Fig. 1: routing congestion map
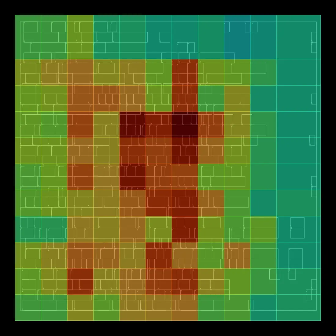
Fig. 2: cell classes on the final placement
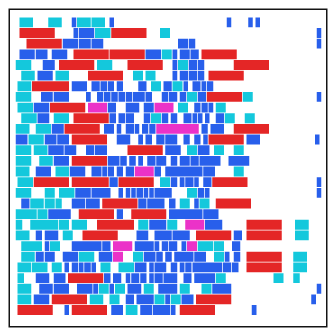
Fig. 3: clock wires, drivers and flops
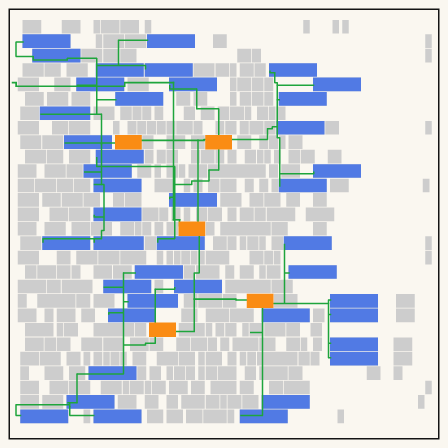
Fig. 4: I/O pins on the die edge
Pins as bars across the die edge, other pins in gray.
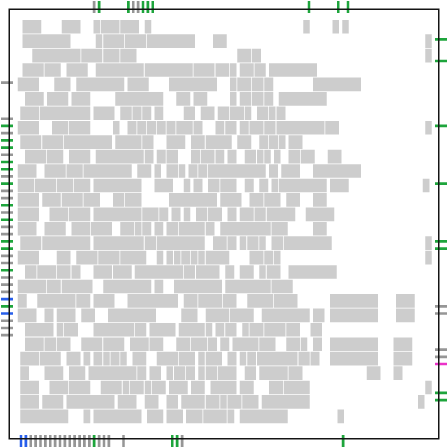
### src/rtl/hbridge_deadtime.sv
// H-bridge gate driver: turns one PWM stream into four gate drives with
// programmable dead time, direction and brake, configured over Avalon-MM.
module hbridge_deadtime #(
  parameter int DT_WIDTH = 16,
  parameter int DT_RESET = 50
) (
  input  logic        clk,
  input  logic        reset_n,
  input  logic        chipselect,
  input  logic [1:0]  address,
  input  logic        write,
  input  logic [31:0] writedata,
  input  logic [3:0]  byteenable,
  input  logic        read,
  output logic [31:0] readdata,
  input  logic        pwm_in,
  output logic        coe_a_hi,
  output logic        coe_a_lo,
  output logic        coe_b_hi,
  output logic        coe_b_lo
);

  typedef enum logic [1:0] {
    S_OFF = 2'd0,
    S_ON  = 2'd1,
    S_REC = 2'd2,
    S_DT  = 2'd3
  } state_t;

  localparam logic [1:0] ADDR_DT     = 2'd0;
  localparam logic [1:0] ADDR_CTRL   = 2'd1;
  localparam logic [1:0] ADDR_STATUS = 2'd2;

  logic [DT_WIDTH-1:0] deadtime;
  logic                ctrl_en;
  logic                ctrl_dir;
  logic                ctrl_brake;

  state_t              state;
  state_t              state_next;
  state_t              target;
  logic [DT_WIDTH-1:0] cnt;
  logic [DT_WIDTH-1:0] cnt_next;
  logic                dir_q;
  logic                dir_next;

  logic a_hi_d, a_lo_d, b_hi_d, b_lo_d;

  logic unused_bits;
  assign unused_bits = ^{writedata, byteenable};

  function automatic logic [DT_WIDTH-1:0] merge_dt(
    input logic [DT_WIDTH-1:0] old,
    input logic [31:0]         wd,
    input logic [3:0]          be
  );
    logic [DT_WIDTH-1:0] r;
    r = old;
    for (int i = 0; i < DT_WIDTH; i++) begin
      if (be[i/8]) r[i] = wd[i];
    end
    return r;
  endfunction

  // A zero dead time still forces one all-off cycle on every transition.
  function automatic logic [DT_WIDTH-1:0] dt_load(input logic [DT_WIDTH-1:0] d);
    return (d == '0) ? DT_WIDTH'(1) : d;
  endfunction

  always_ff @(posedge clk or negedge reset_n) begin
    if (!reset_n) begin
      deadtime   <= DT_WIDTH'(DT_RESET);
      ctrl_en    <= 1'b0;
      ctrl_dir   <= 1'b0;
      ctrl_brake <= 1'b0;
    end else if (chipselect && write) begin
      if (address == ADDR_DT) deadtime <= merge_dt(deadtime, writedata, byteenable);
      if (address == ADDR_CTRL && byteenable[0]) begin
        ctrl_en    <= writedata[0];
        ctrl_dir   <= writedata[1];
        ctrl_brake <= writedata[2];
      end
    end
  end

  always_comb begin
    readdata = '0;
    if (read && chipselect) begin
      case (address)
        ADDR_DT:     readdata = 32'(deadtime);
        ADDR_CTRL:   readdata = {29'b0, ctrl_brake, ctrl_dir, ctrl_en};
        ADDR_STATUS: readdata = {23'b0, dir_q, 5'b0, 1'b0, state};
        default:     readdata = '0;
      endcase
    end
  end

  always_comb begin
    if (!ctrl_en)       target = S_OFF;
    else if (ctrl_brake) target = S_REC;
    else if (pwm_in)    target = S_ON;
    else                target = S_REC;
  end

  // dir_q only moves at dead-time exit, so a reversal always sees all gates off.
  always_comb begin
    state_next = state;
    cnt_next   = cnt;
    dir_next   = dir_q;
    case (state)
      S_OFF: begin
        if (target != S_OFF) begin
          state_next = S_DT;
          cnt_next   = dt_load(deadtime);
        end
      end
      S_ON, S_REC: begin
        if (!ctrl_en) begin
          state_next = S_OFF;
        end else if (target != state || ctrl_dir != dir_q) begin
          state_next = S_DT;
          cnt_next   = dt_load(deadtime);
        end
      end
      S_DT: begin
        if (!ctrl_en) begin
          state_next = S_OFF;
        end else if (cnt <= DT_WIDTH'(1)) begin
          state_next = target;
          dir_next   = ctrl_dir;
        end else begin
          cnt_next = cnt - DT_WIDTH'(1);
        end
      end
      default: state_next = S_OFF;
    endcase
  end

  always_comb begin
    a_hi_d = 1'b0;
    a_lo_d = 1'b0;
    b_hi_d = 1'b0;
    b_lo_d = 1'b0;
    case (state_next)
      S_ON: begin
        if (dir_next) begin
          b_hi_d = 1'b1;
          a_lo_d = 1'b1;
        end else begin
          a_hi_d = 1'b1;
          b_lo_d = 1'b1;
        end
      end
      S_REC: begin
        a_lo_d = 1'b1;
        b_lo_d = 1'b1;
      end
      default: ;
    endcase
  end

  // Gates are decoded from the next state so they change with the state register.
  always_ff @(posedge clk or negedge reset_n) begin
    if (!reset_n) begin
      state    <= S_OFF;
      cnt      <= '0;
      dir_q    <= 1'b0;
      coe_a_hi <= 1'b0;
      coe_a_lo <= 1'b0;
      coe_b_hi <= 1'b0;
      coe_b_lo <= 1'b0;
    end else begin
      state    <= state_next;
      cnt      <= cnt_next;
      dir_q    <= dir_next;
      coe_a_hi <= a_hi_d;
      coe_a_lo <= a_lo_d;
      coe_b_hi <= b_hi_d;
      coe_b_lo <= b_lo_d;
    end
  end

endmodule

### config.mk
export PLATFORM = sky130hd
export DESIGN_NAME = hbridge_deadtime
export DESIGN_NICKNAME = d
export VERILOG_FILES = /design/src/rtl/hbridge_deadtime.sv
export SDC_FILE = /design/constraint.sdc
export NUM_CORES = 1
export LEC_CHECK = 0
export CAP_MARGIN = 20
export CORE_UTILIZATION = 43
export CTS_CLUSTER_SIZE = 20
export DETAILED_ROUTE_END_ITERATION = 10
export HOLD_SLACK_MARGIN = 0.06
export PLACE_DENSITY = 0.79
export SETUP_SLACK_MARGIN = 0.2
export SKIP_LAST_GASP = 1
export SYNTH_ARGS = -nofsm -noshare
export SYNTH_HDL_FRONTEND = slang
export SYNTH_SLANG_ARGS = --single-unit
### constraint.sdc
create_clock -name clk -period 2.4 [get_ports clk]
set_clock_uncertainty 0.05 [all_clocks]
set_input_delay 0.72 -clock clk [delete_from_list [all_inputs] [get_ports clk]]
set_output_delay 0.72 -clock clk [all_outputs]
set_load 0.02 [all_outputs]
==> reports/summary.txt <==
status -> finished, violations left
failing checks -> negative setup slack
IO buf count -> 45
first-pass detailed-route iteration total -> 5
final worst setup slack -> -0.0133 ns
slowest CP cell -> or4_4
Top-area cell share -> 36.7%
aggregate routed wire length -> 7220 um
Yosys warning total -> 0
Post-synth ARST share -> 100%
largest net degree at the start of global routing -> 43
mapped cell area -> 2660 sq um
Critical Path RT -> 2.57 ns
Placer Congestion -> 0.911
TritonCTS Buffers -> 5
final tally of setup violations -> 2
startpoint types -> register
HPWL after DPL -> 4980 um
worst hold margin -> 0.431 ns
Die W -> 80.7 um
1st-iter DRT viols -> 197
yosys cell count -> 285
H-tree depth -> 2
Final Power -> 3.96 mW
diode count -> 0
dominant synthesized flop cell -> dfrtp_1
most frequent cell after synthesis -> dfrtp_1
Gate Count Post-Synth -> 285
chip area line of the yosys report -> 2660 sq um
CP max stage delay -> 0.57 ns
Tmin final -> 2.41 ns
Crit path max-delay family -> simple AND/OR/NAND/NOR gates
vias in the first global route -> 2457
IO Count -> 80
post-place setup slack -> -0.767 ns
sequential share of the synthesized area -> 39.6%
synth cell count leaders -> 39 x dfrtp_1, 22 x a21oi_1, 20 x o21ai_0
post-route setup TNS -> -0.0265 ns
number of buffers and inverters on the critical path -> 0
CTS tree -> yes
Leak Pwr -> 1.68 nW
fmax -> 414 MHz
CTS sink count -> 42
chip area -> 6510 sq um
initial antenna violation count -> 0
Syn Area/Cell -> 9.34 sq um
CP cell instances -> or4_4 > nor2_4 > o2111ai_4 > mux2i_2 > o31a_1 > ha_1 > nand2b_4 > o21ai_1
Bufs on Longest Clock Path -> 2
Synth flops -> 42
Notes on Fig. 1 above:
WL/cell: 16.0 um
M3 GR Usage: 4.09%
global routing met2 resource utilization: 39.5%

Notes on Fig. 2 above:
remaining buffers and delay cells: in cyan, cells 95, share of their area 23%. clock drivers and dummy loads: in magenta, cells 8, share of their area 3.1%. registers: in red, cells 42, share of their area 29%. remaining logic cells: in blue, cells 230, share of their area 45%.
final design utilization: 63.3%
std cell rows: 28
flop share of the area: 28.0%
post-route cell area: 3770 sq um

Notes on Fig. 3 above:
clock wires: in green, length 537 um. flip-flops: in blue, count 42. clock-net drivers: in orange, count 5.
There are 6 routed clock nets. Position of the flops: all over the die.
Insertion Delay late pin: 0.30 ns
clock-net power: 574 uW
clock share of power: 14.5%

Notes on Fig. 4 above:
byteenable: in blue, pins 4, direction input, edge 2 west, 2 south. reset_n: in magenta, pins 1, direction input, edge east. readdata: in green, pins 32, direction output, edge 12 west, 8 north, 8 east, 4 south.

## report_power, final
part	internal, mW	switching (mW)
sequential	0.964	0.247
clock	0.310	0.265
combinational	1.04	1.14
total	2.31	1.65
## registers in the layout, summed over array words and instances (netlist names)
register,cells
deadtime,16
state,2
coe_b_lo,1
cnt,16
coe_a_hi,1
ctrl_en,1
dir_q,1
ctrl_dir,1
coe_b_hi,1
ctrl_brake,1
coe_a_lo,1
## kinds of logic after synthesis
logic type      Yosys count  share of synthesized area [%]
fa+ha+maj                 7                           3.29
compound gates           72                           16.5
mux                      26                           10.8
simple gates             96                           20.7
buf+inv                  40                           8.56
xor+xnor                  1                          0.329
flops                    42                           39.6
other cells               1                          0.141
## cells in the final DEF (no fill, tap or decap), drive strengths merged, types with 2 or more instances in the layout
cell / synthesis / final
a21oi: 22 / 22
a22oi: 2 / 2
a2bb2oi: 2 / 2
a31oi: 7 / 7
and2: 15 / 15
and3: 2 / 2
buf: 21 / 71
clkbuf: 7 / 5
clkdlybuf4s50: 0 / 23
clkinvlp: 0 / 2
conb: 1 / 16
dfrtp: 39 / 39
dfstp: 3 / 3
ha: 7 / 7
inv: 12 / 12
mux2: 18 / 18
mux2i: 8 / 8
nand2: 18 / 18
nand2b: 3 / 3
nand3: 3 / 3
nand4: 4 / 4
nor2: 15 / 15
nor2b: 4 / 4
nor3: 14 / 14
nor4: 7 / 7
nor4b: 2 / 2
o21ai: 20 / 20
o22a: 2 / 2
o22ai: 6 / 6
o31ai: 2 / 2
or4: 4 / 4
## metal layers
metal | vias to the layer above | share of wire (%)
li1 | 1187 | -
met1 | 1198 | 42
met2 | 141 | 50
met3 | 14 | 6.5
met4 | 0 | 1.3
met5 | - | 0
## path summary, 6_finish.rpt
| path | slack, ns | cells after the start | start | to |
|---|---|---|---|---|
| worst max-delay path | -0.01 | 8 | cnt[6] | coe_b_lo |
| worst min-delay path | 0.43 | 2 | reset_n | cnt[13] |
| worst max register to register | -0.01 | 8 | cnt[6] | coe_b_lo |
| worst min register to register | 0.50 | 2 | deadtime[1] | deadtime[1] |
| max in group asynchronous | 1.49 | 2 | reset_n | deadtime[1] |
| min in group clk | 0.50 | 2 | deadtime[1] | deadtime[1] |
## stage by stage
step           instances  util, %
3_5_place_dp         433     58.4
4_1_cts              445     61.8
3_3_place_gp         433     58.4
5_1_grt              450     63.3
2_1_floorplan        300        -
6_report             450     63.3
## repair_timing
item                       CTS  global route
resized                    131            12
setup endpoints to repair   33            32
pin swaps                   11             7
setup buffers                3             5
cloned                       1             0
## area by class of cell
class / count / area, sq um
Fill cell: 469 / 2190
Multi-Input combinational cell: 218 / 1600
Sequential cell: 42 / 1050
Timing Repair Buffer: 95 / 861
Tap cell: 75 / 93.8
Clock buffer: 5 / 68.8
Clock inverter: 3 / 45.0
Inverter: 12 / 45.0
Power figures rest on the tool's default switching activity, not on a simulated workload.
